$ cat src/rtl/systolic_array_load_sequencer.sv
// ---------------------------------------------------------------------------
// systolic_array_load_sequencer
//
// Memory-side driver for the systolic array load port. One `start` sequences
// one tile: N weight rows, then N input rows interleaved with N partial-sum
// rows (I0,P0,I1,P1,...). Row beats arrive from an upstream source over a
// valid/ready handshake and are re-issued, registered, on the array bus.
//
// Optional feature macro: SEQ_WEIGHT_REUSE_EN
//   defined   : reuse_weights=1 in the start cycle skips the weight phase and
//               the tile goes straight to LOAD_I (2N beats).
//   undefined : reuse_weights is ignored; every tile runs LOAD_W (3N beats).
//
// Handshake: a beat transfers on a rising edge where src_valid && src_ready.
//   src_ready depends only on the FSM state and fifo_has_space, never on
//   src_valid. The source must hold src_data stable while src_valid is high
//   and no transfer has happened.
//
// Parameters:
//   N   array dimension (rows per phase), power of two, >= 2
//   DW  element width; a row is N*DW bits
//
// Ports:
//   clk            clock, rising edge
//   rst            synchronous active-high reset
//   start          one-cycle tile request, sampled only in IDLE
//   reuse_weights  skip the weight phase (feature macro only)
//   src_valid      upstream beat valid
//   src_data       upstream row beat (N*DW)
//   src_ready      sequencer accepts a beat this cycle
//   fifo_has_space array FIFOs can take an input/partial row
//   weight_en      array bus carries a weight row
//   input_en       array bus carries an input row
//   partial_en     array bus carries a partial-sum row
//   row_in_en      row index of the last weight/input beat
//   row_ps_en      row index of the last partial beat
//   array_data     row data to the array (holds last beat)
//   busy           tile in progress (LOAD_W/LOAD_I/LOAD_P)
//   done           one-cycle pulse once the tile is fully issued
//   fsm_state      current FSM state, for observation
// ---------------------------------------------------------------------------
module systolic_array_load_sequencer #(
  parameter int N  = 4,
  parameter int DW = 16
) (
  input  logic                    clk,
  input  logic                    rst,
  input  logic                    start,
  input  logic                    reuse_weights,
  input  logic                    src_valid,
  input  logic [N*DW-1:0]         src_data,
  output logic                    src_ready,
  input  logic                    fifo_has_space,
  output logic                    weight_en,
  output logic                    input_en,
  output logic                    partial_en,
  output logic [$clog2(N)-1:0]    row_in_en,
  output logic [$clog2(N)-1:0]    row_ps_en,
  output logic [N*DW-1:0]         array_data,
  output logic                    busy,
  output logic                    done,
  output logic [2:0]              fsm_state
);

  localparam int RW = $clog2(N);
  localparam logic [RW-1:0] R_LAST = RW'(N - 1);

  localparam logic [2:0] S_IDLE   = 3'd0;
  localparam logic [2:0] S_LOAD_W = 3'd1;
  localparam logic [2:0] S_LOAD_I = 3'd2;
  localparam logic [2:0] S_LOAD_P = 3'd3;
  localparam logic [2:0] S_DONE   = 3'd4;

  logic [2:0]    state;
  logic [2:0]    state_nxt;
  logic [RW-1:0] r;
  logic [RW-1:0] r_nxt;
  logic          accept;
  logic          skip_weights;

`ifdef SEQ_WEIGHT_REUSE_EN
  assign skip_weights = reuse_weights;
`else
  // Port kept for a stable interface; its value has no effect here.
  logic unused_reuse_weights;
  assign unused_reuse_weights = reuse_weights;
  assign skip_weights         = 1'b0;
`endif

  // Weights go straight into the MAC registers, so only the input and
  // partial phases are throttled by the array FIFOs.
  always_comb begin
    src_ready = 1'b0;
    case (state)
      S_LOAD_W: src_ready = 1'b1;
      S_LOAD_I: src_ready = fifo_has_space;
      S_LOAD_P: src_ready = fifo_has_space;
      default:  src_ready = 1'b0;
    endcase
  end

  assign accept = src_valid && src_ready;

  always_comb begin
    state_nxt = state;
    r_nxt     = r;
    case (state)
      S_IDLE: begin
        if (start) begin
          r_nxt     = '0;
          state_nxt = skip_weights ? S_LOAD_I : S_LOAD_W;
        end
      end
      S_LOAD_W: begin
        if (accept) begin
          // The phase change absorbs the wrap: r restarts for the I/P phase.
          if (r == R_LAST) begin
            r_nxt     = '0;
            state_nxt = S_LOAD_I;
          end else begin
            r_nxt = r + RW'(1);
          end
        end
      end
      S_LOAD_I: begin
        // The same r is reused by the following partial beat.
        if (accept) begin
          state_nxt = S_LOAD_P;
        end
      end
      S_LOAD_P: begin
        if (accept) begin
          if (r == R_LAST) begin
            r_nxt     = '0;
            state_nxt = S_DONE;
          end else begin
            r_nxt     = r + RW'(1);
            state_nxt = S_LOAD_I;
          end
        end
      end
      S_DONE: begin
        state_nxt = S_IDLE;
      end
      default: begin
        r_nxt     = '0;
        state_nxt = S_IDLE;
      end
    endcase
  end

  always_ff @(posedge clk) begin
    if (rst) begin
      state <= S_IDLE;
      r     <= '0;
    end else begin
      state <= state_nxt;
      r     <= r_nxt;
    end
  end

  // Array-side outputs are registered: a beat accepted on edge k is shown
  // for exactly the cycle after edge k. Data and row indices hold between
  // beats so the array sees a stable bus.
  always_ff @(posedge clk) begin
    if (rst) begin
      weight_en  <= 1'b0;
      input_en   <= 1'b0;
      partial_en <= 1'b0;
      row_in_en  <= '0;
      row_ps_en  <= '0;
      array_data <= '0;
    end else begin
      weight_en  <= accept && (state == S_LOAD_W);
      input_en   <= accept && (state == S_LOAD_I);
      partial_en <= accept && (state == S_LOAD_P);
      if (accept) begin
        array_data <= src_data;
        if (state == S_LOAD_P) begin
          row_ps_en <= r;
        end else begin
          row_in_en <= r;
        end
      end
    end
  end

  assign busy      = (state == S_LOAD_W) || (state == S_LOAD_I) ||
                     (state == S_LOAD_P);
  assign done      = (state == S_DONE);
  assign fsm_state = state;

endmodule

$ cat config.mk
export PLATFORM = sky130hd
export DESIGN_NAME = systolic_array_load_sequencer
export DESIGN_NICKNAME = d
export VERILOG_FILES = /design/src/rtl/systolic_array_load_sequencer.sv
export SDC_FILE = /design/constraint.sdc
export NUM_CORES = 1
export LEC_CHECK = 0
export ABC_CLOCK_PERIOD_IN_PS = 2200
export CELL_PAD_IN_SITES_DETAIL_PLACEMENT = 0
export CELL_PAD_IN_SITES_GLOBAL_PLACEMENT = 1
export CORE_MARGIN = 4
export CORE_UTILIZATION = 30
export CTS_BUF_LIST = sky130_fd_sc_hd__clkbuf_8
export CTS_CLUSTER_SIZE = 12
export DETAILED_ROUTE_END_ITERATION = 8
export GPL_ROUTABILITY_DRIVEN = 0
export PLACE_DENSITY_LB_ADDON = 0.1
export RECOVER_POWER = 100
export SETUP_SLACK_MARGIN = 0.05
export SYNTH_ARGS = -nofsm -noshare
export SYNTH_HDL_FRONTEND = slang
export SYNTH_SLANG_ARGS = --single-unit
$ cat constraint.sdc
create_clock -name clk -period 2.2 [get_ports clk]
set_input_delay 0.66 -clock clk [delete_from_list [all_inputs] [get_ports clk]]
set_output_delay 0.66 -clock clk [all_outputs]
set_load 0.1 [all_outputs]
run_1/congestion.png
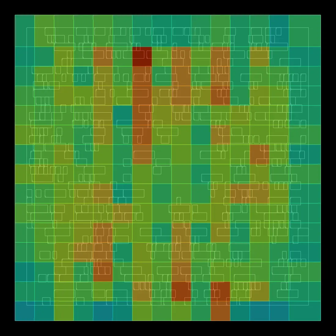
gr usage total: 0.140
routing usage on met3: 0.0558
fin util: 0.440
met2 Use GR: 0.220

run_1/placement_by_type.png
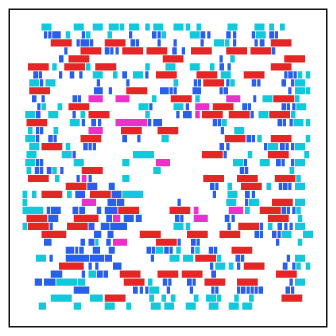
| colour | class | cells | share of their area |
|---|---|---|---|
| red | flops | 76 | 37% |
| cyan | other buffers and delay cells | 154 | 29% |
| magenta | clock drivers and dummy loads | 15 | 4.6% |
| blue | combinational and other logic | 239 | 29% |

run_1/wires.png
Only two layers are drawn.
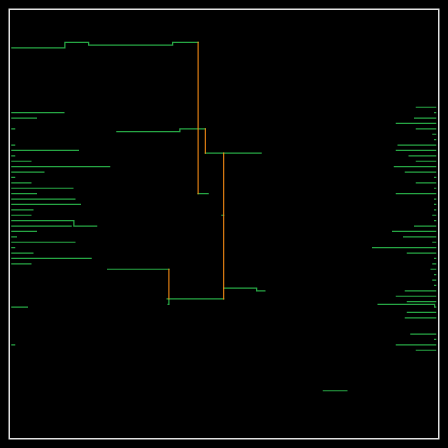
| colour | layer | wire length |
|---|---|---|
| orange | metal 4 | 88.4 µm |
| green | metal 3 | 598 µm |

run_1/clk_routes.png
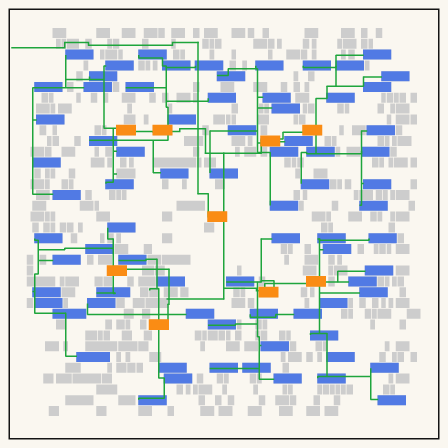
[green] clock wires | length: 1020 µm
[blue] flip-flops | count: 76
[orange] clock drivers | count: 9
flops lie: spread over the die
routed clock nets: 10
Skew-Pair Late Insertion Delay: 340 ps
Clock group: 1030 µW
clk_skew: 3.97 ps
Clock power frac: 0.312

==> metrics.cfg, run 1 <==
[detailed_routing]
first_pass_iters = 4
met3_length_um = 597

[floorplanning]
die_y_um = 108

[synth]
synthTopCellsByCount = 129 x nand2_1, 76 x dfxtp_1, 55 x a21oi_1
ys_cells = 337
ys_sh_simple = 0.225
aoi_share = 0.141

[final_timing]
tightest_slew_ps = 567
finalClockPeriodUsage = 0.908
hold_ws_ps = 455

[layout]
largest_register = array_data
antenna_cells = 0
layout_top_cell = nand2_1
multi_input_comb_cells = 236
area_delta_synth_final_pct = 43.4
dominant_cells = flip-flops and latches

[status]
outcome = complete, no violations

[worst_hold_path]
hold_end = array_data[29]$_SDFFE_PP0P_

[setup_path]
r2r_start = fsm_state[2]$_SDFFE_PP0P_
endpoint = src_ready
cp_slowest_cell = dfxtp_4

[grt]
grtUsageMet1 = 0.177

[power_and_ir_drop]
comb_cell_power_uw = 816
p_sw_uw = 1120
power_leader = sequential cells
seq-power_uw = 1470

[place]
pre_cts_ws_ps = 32.2
placed_area_um2 = 4370

[clocking]
cts_root_buf = clkbuf_8
post_cts_buffers = 0

run_1/io_placement.png
Pins as bars across the die edge, other pins in grey.
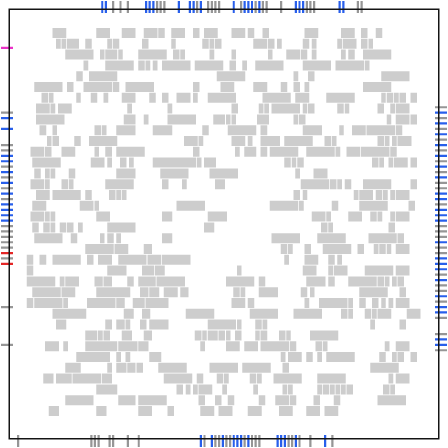

--- run 2 (diff from run 1) ---
ABC_AREA = 1   (was unset)
run_2/io_placement.png
Pins as bars across the die edge, other pins in grey.
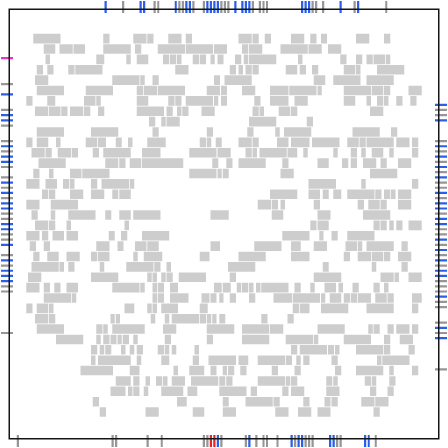
| colour | port | pins | direction | edge |
|---|---|---|---|---|
| red | `row_in_en` | 2 | output | bottom |
| blue | `src_data` | 64 | input | 19 right, 19 top, 17 left, 9 bottom |
| magenta | `clk` | 1 | input | left |
all pins by edge: 42 right, 38 top, 36 left, 31 bottom
die width: 112 µm
PortBufs: 145
DIE HEIGHT: 112 µm

run_2/clk_routes.png
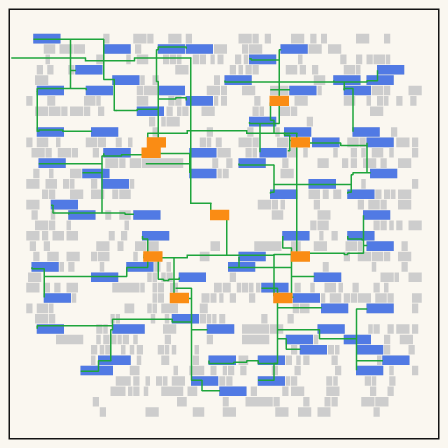
[blue] flip-flops | count: 76
[orange] clock drivers | count: 9
[green] clock wires | length: 1080 µm
flops lie: spread over the die
routed clock nets: 10
Skew-Pair Late Insertion Delay: 350 ps
Clock power frac: 0.181
Clock group: 1080 µW
clk_skew: 9.41 ps

run_2/placement_by_type.png
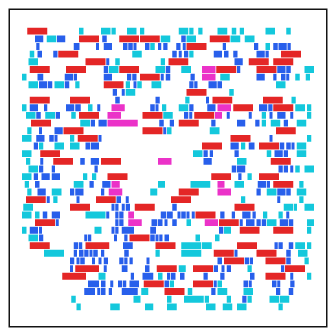
| colour | class | cells | share of their area |
|---|---|---|---|
| cyan | other buffers and delay cells | 155 | 28% |
| red | flops | 76 | 35% |
| magenta | clock drivers and dummy loads | 15 | 4.5% |
| blue | combinational and other logic | 264 | 32% |
core footprint: 10500 µm²
Seq area share: 0.339
FP Rows: 37

==> run 2 against run 1 <==
Net effect:
- first-iteration DRC count is 120% higher
- synthesized cell count is 10% higher
- power grew 81%
- global-route usage rose by 0.86 points
- core utilization down 0.78 points
- sequential share of layout area is 1.9 points lower
- clock-buffer cell count is the same
- hold slack better by 8.4 ps
- final cell count increased by 4.7%
- critical endpoint is now done
- largest cell class unchanged
==> metrics.cfg, run 2 <==
[clocking]
cts_made_buffers = 9
clock_sinks = 76
post_cts_buffers = 0
cts_root_buf = clkbuf_8

[final_timing]
hold_ws_ps = 463
finalClockPeriodUsage = 0.911
setup_violations = 0
tightest_slew_ps = 799

[detailed_routing]
met3_length_um = 741
via_per_inst = 4.57
first_pass_iters = 4

[layout]
multi_input_comb_cells = 253
dominant_cells = flip-flops and latches
area_delta_synth_final_pct = 38.9
layout_top_cell = nand2_1
fin_util = 0.433
largest_register = array_data
antenna_cells = 0

[synth]
aoi_share = 0.160
ys_cells = 372
synthTopCellsByCount = 76 x dfxtp_1, 74 x nand3_1, 42 x nand2_2
ys_sh_simple = 0.286

[setup_path]
endpoint = done
r2r_start = fsm_state[1]$_SDFFE_PP0P_
cp_slowest_cell = dfxtp_4
arrival_ps = 1340
critPathMaxStageDelay_ps = 400

[status]
outcome = complete, no violations

[grt]
grtUsageMet1 = 0.196
use_met2 = 0.228
grt.met3_usage = 0.0571
track_usage = 0.148

[place]
pre_cts_ws_ps = 1.44
placed_area_um2 = 4700

[power_and_ir_drop]
power_leader = combinational logic
p_sw_uw = 3130
comb_cell_power_uw = 3150
seq-power_uw = 1770

[worst_hold_path]
hold_end = array_data[35]$_SDFFE_PP0P_

Power is estimated from default activity; no workload was simulated.
